Figure 1. Signal wires on met3.
Scale: 4 px per µm.
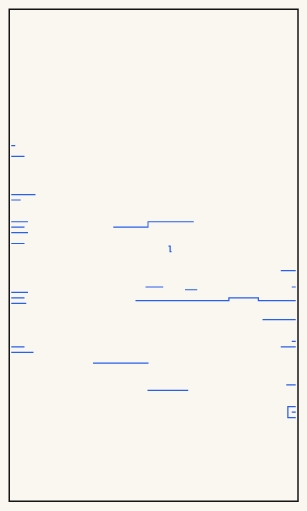
Figure 2. Where the registers sit.
Scale: 6 px per µm. Other sequential cells in the stronger gray, the rest of the logic in the fainter gray.
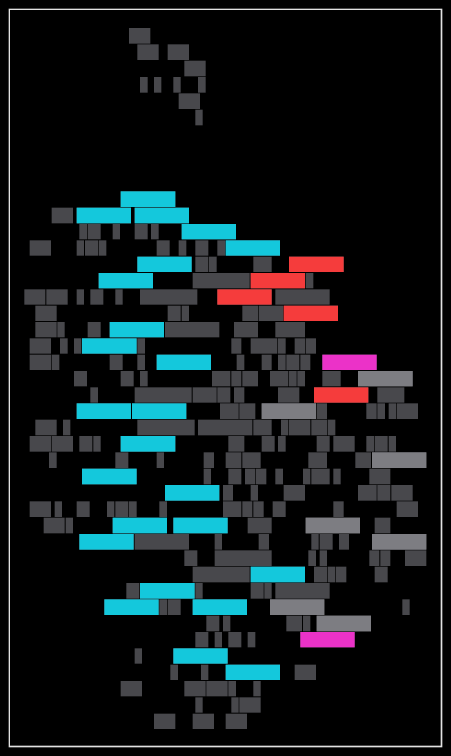
Figure 3. Cells colored by class.
Scale: 3 px per µm.
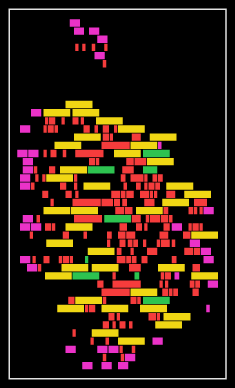
Figure 4. Signal wires by layer.
Scale: 4 px per µm. Two of the layers only.
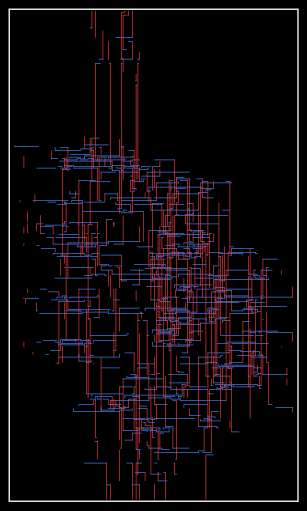
Figure 5. Cell placement.
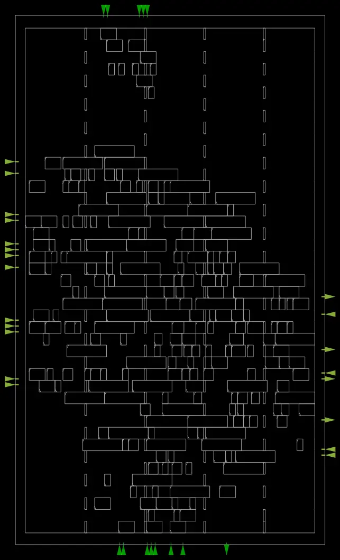
File: src/rtl/gamepad_pmod_tx.sv
// rtl/gamepad_pmod_tx.sv - Gamepad Pmod serial transmitter (latch/clk/data), optional GAMEPAD_PMOD_TX_AUTO_EN periodic send
module gamepad_pmod_tx #(
    parameter int          CLK_DIV        = 4,
    parameter logic [11:0] ABSENT_PATTERN = 12'hFFF
`ifdef GAMEPAD_PMOD_TX_AUTO_EN
    ,
    parameter int          FRAME_PERIOD   = 1000
`endif
) (
    input  logic        clk,
    input  logic        rst_n,
    input  logic [11:0] buttons0,
    input  logic        present0,
    input  logic [11:0] buttons1,
    input  logic        present1,
    input  logic        send,
    output logic        busy,
    output logic        done,
    output logic        pmod_latch,
    output logic        pmod_clk,
    output logic        pmod_data
);

    localparam int DW = $clog2(CLK_DIV);

    typedef enum logic [1:0] {
        IDLE   = 2'd0,
        CLK_LO = 2'd1,
        CLK_HI = 2'd2,
        LATCH  = 2'd3
    } state_t;

    state_t          state_q, state_d;
    logic [23:0]     frame_q, frame_d;
    logic [4:0]      bit_q, bit_d;
    logic [DW-1:0]   div_q, div_d;
    logic            busy_d, done_d, latch_d, clk_d, data_d;
    logic            div_last;
    logic            send_any;
    logic            start_req;
    logic [23:0]     snap;

    // Slot 1 goes out first, so it occupies the upper half of the frame
    assign snap     = {present1 ? buttons1 : ABSENT_PATTERN,
                       present0 ? buttons0 : ABSENT_PATTERN};
    assign div_last = (div_q == DW'(CLK_DIV - 1));

`ifdef GAMEPAD_PMOD_TX_AUTO_EN
    localparam int AW = (FRAME_PERIOD > 1) ? $clog2(FRAME_PERIOD) : 1;

    logic [AW-1:0] auto_cnt;
    logic          auto_fire;
    logic          auto_pend;

    assign auto_fire = (auto_cnt == AW'(FRAME_PERIOD - 1));
    assign send_any  = send | auto_fire | auto_pend;

    // Free-running period counter; an implicit request that lands mid-frame waits in auto_pend
    always_ff @(posedge clk or negedge rst_n) begin
        if (!rst_n) begin
            auto_cnt  <= '0;
            auto_pend <= 1'b0;
        end else begin
            auto_cnt  <= auto_fire ? '0 : auto_cnt + AW'(1);
            auto_pend <= (auto_pend | auto_fire) & ~start_req;
        end
    end
`else
    assign send_any = send;
`endif

    // A request in the cycle that done is shown is dropped, so one long send gives spaced frames
    assign start_req = (state_q == IDLE) & send_any & ~done;

    // State, shift data, counters and all registered outputs
    always_ff @(posedge clk or negedge rst_n) begin
        if (!rst_n) begin
            state_q    <= IDLE;
            frame_q    <= '0;
            bit_q      <= '0;
            div_q      <= '0;
            busy       <= 1'b0;
            done       <= 1'b0;
            pmod_latch <= 1'b0;
            pmod_clk   <= 1'b0;
            pmod_data  <= 1'b0;
        end else begin
            state_q    <= state_d;
            frame_q    <= frame_d;
            bit_q      <= bit_d;
            div_q      <= div_d;
            busy       <= busy_d;
            done       <= done_d;
            pmod_latch <= latch_d;
            pmod_clk   <= clk_d;
            pmod_data  <= data_d;
        end
    end

    // Next state and next output values; data only moves on the falling edge of pmod_clk
    always_comb begin
        state_d = state_q;
        frame_d = frame_q;
        bit_d   = bit_q;
        div_d   = div_q;
        busy_d  = busy;
        done_d  = 1'b0;
        latch_d = pmod_latch;
        clk_d   = pmod_clk;
        data_d  = pmod_data;
        case (state_q)
            IDLE: begin
                if (start_req) begin
                    state_d = CLK_LO;
                    frame_d = snap;
                    bit_d   = '0;
                    div_d   = '0;
                    busy_d  = 1'b1;
                    clk_d   = 1'b0;
                    data_d  = snap[23];
                end
            end
            CLK_LO: begin
                if (div_last) begin
                    div_d   = '0;
                    clk_d   = 1'b1;
                    state_d = CLK_HI;
                end else begin
                    div_d = div_q + DW'(1);
                end
            end
            CLK_HI: begin
                if (div_last) begin
                    div_d = '0;
                    clk_d = 1'b0;
                    if (bit_q == 5'd23) begin
                        state_d = LATCH;
                        data_d  = 1'b0;
                        latch_d = 1'b1;
                    end else begin
                        state_d = CLK_LO;
                        bit_d   = bit_q + 5'd1;
                        data_d  = frame_q[5'd22 - bit_q];
                    end
                end else begin
                    div_d = div_q + DW'(1);
                end
            end
            LATCH: begin
                if (div_last) begin
                    div_d   = '0;
                    latch_d = 1'b0;
                    busy_d  = 1'b0;
                    done_d  = 1'b1;
                    state_d = IDLE;
                end else begin
                    div_d = div_q + DW'(1);
                end
            end
            default: begin
                state_d = IDLE;
            end
        endcase
    end

endmodule
File: config.mk
export PLATFORM = sky130hd
export DESIGN_NAME = gamepad_pmod_tx
export DESIGN_NICKNAME = d
export VERILOG_FILES = /design/src/rtl/gamepad_pmod_tx.sv
export SDC_FILE = /design/constraint.sdc
export NUM_CORES = 1
export LEC_CHECK = 0
export CAP_MARGIN = 30
export CORE_ASPECT_RATIO = 1.75
export CORE_MARGIN = 2
export CORE_UTILIZATION = 25
export CTS_CLUSTER_DIAMETER = 150
export DETAILED_ROUTE_END_ITERATION = 10
export MAX_ROUTING_LAYER = met4
export RECOVER_POWER = 100
export SYNTH_ARGS = -nofsm -noshare
export SYNTH_HDL_FRONTEND = slang
export SYNTH_SLANG_ARGS = --single-unit
File: constraint.sdc
create_clock -name clk -period 3.52 [get_ports clk]
set_clock_uncertainty 0.2 [all_clocks]
set_input_delay 0.528 -clock clk [delete_from_list [all_inputs] [get_ports clk]]
set_output_delay 0.528 -clock clk [all_outputs]
set_load 0.05 [all_outputs]
==> results.yml <==
# flow metrics
synth:
  synthTopLogicFamily: "AND-OR/OR-AND gates"
  synthFlopType: "dfrtp_1"
  syn_area_per_cell_um2: 9.62
  ys_sh_xor: 0.0131
  synth_async_sr_flop_share: 1.00
  area_leaders: "dfrtp_1, mux4_1, a31oi_1"
pwr:
  p_seq_mw: 0.467
  seqPwrFrac: 0.463
  powerClk_mw: 0.451
  intPower_mw: 0.789
cells_and_area:
  comb-cell-share: 0.351
  lay_top_count: "dfrtp_1"
  top_register: "frame_q"
  clockNetworkAreaShare: 0.0584
  n_antenna_cell: 0
global_routing:
  grt_pass1_wl_um: 7610
  grt.met2_usage: 0.193
drt:
  wl_per_cell_um: 13.3
  drtAntennaViolNets: 0
  wl_met3_um: 163
  wl_um: 4360
  first_pass_iters: 4
  drc: 0
placement:
  place_hpwl_um: 3060
cts:
  htreeDepth: 2
  cts_root_buf: "clkbuf_16"
sta:
  holdWs_ns: 0.287
  rsz0062_at_grt: "no"
  setup_ws_ns: 0.793
  final_max_slew_viol_count: 39
  min_period_ns: 2.73
worst_setup_path:
  cp-start-kind: "register"
  path_max_fanout: 13
  crit_path_end: "pmod_data"
flow_run:
  warning_count: 26
  cap_violations: 1
hold_path:
  holdCritStartpoint: "div_q[1]"
floorplan:
  die_w_um: 71.8
  die_h_um: 123
status:
  failed_checks: "capacitance limit, slew limit"
  status: "finished with violations"
-- Figure 1 (at the start) --
The layer carries 164 µm of wire. The layer holds 3.8% of the routed length.

-- Figure 2 (at the start) --
Key: magenta = state_q [placed flops 2]; cyan = frame_q [placed flops 24]; red = bit_q [placed flops 5]

-- Figure 3 (at the start) --
Key: yellow = flip-flops [cells 38, share of their area 39%]; green = clock drivers and dummy loads [cells 8, share of their area 6.1%]; magenta = other buffers and delay cells [cells 35, share of their area 14%]; red = all other logic [cells 156, share of their area 41%]
post-route cell area: 2530 µm²
Seq area share: 0.376
final core area utilization: 0.322
Core Area: 7860 µm²

-- Figure 4 (at the start) --
Key: red = met2 [wire length 2320 µm]; blue = met1 [wire length 1800 µm]

-- Figure 5 (at the start) --
Fillers: 835
Cell Rows: 43
FF+latch count: 38
Well Taps: 90

Power figures rest on the tool's default switching activity, not on a simulated workload.
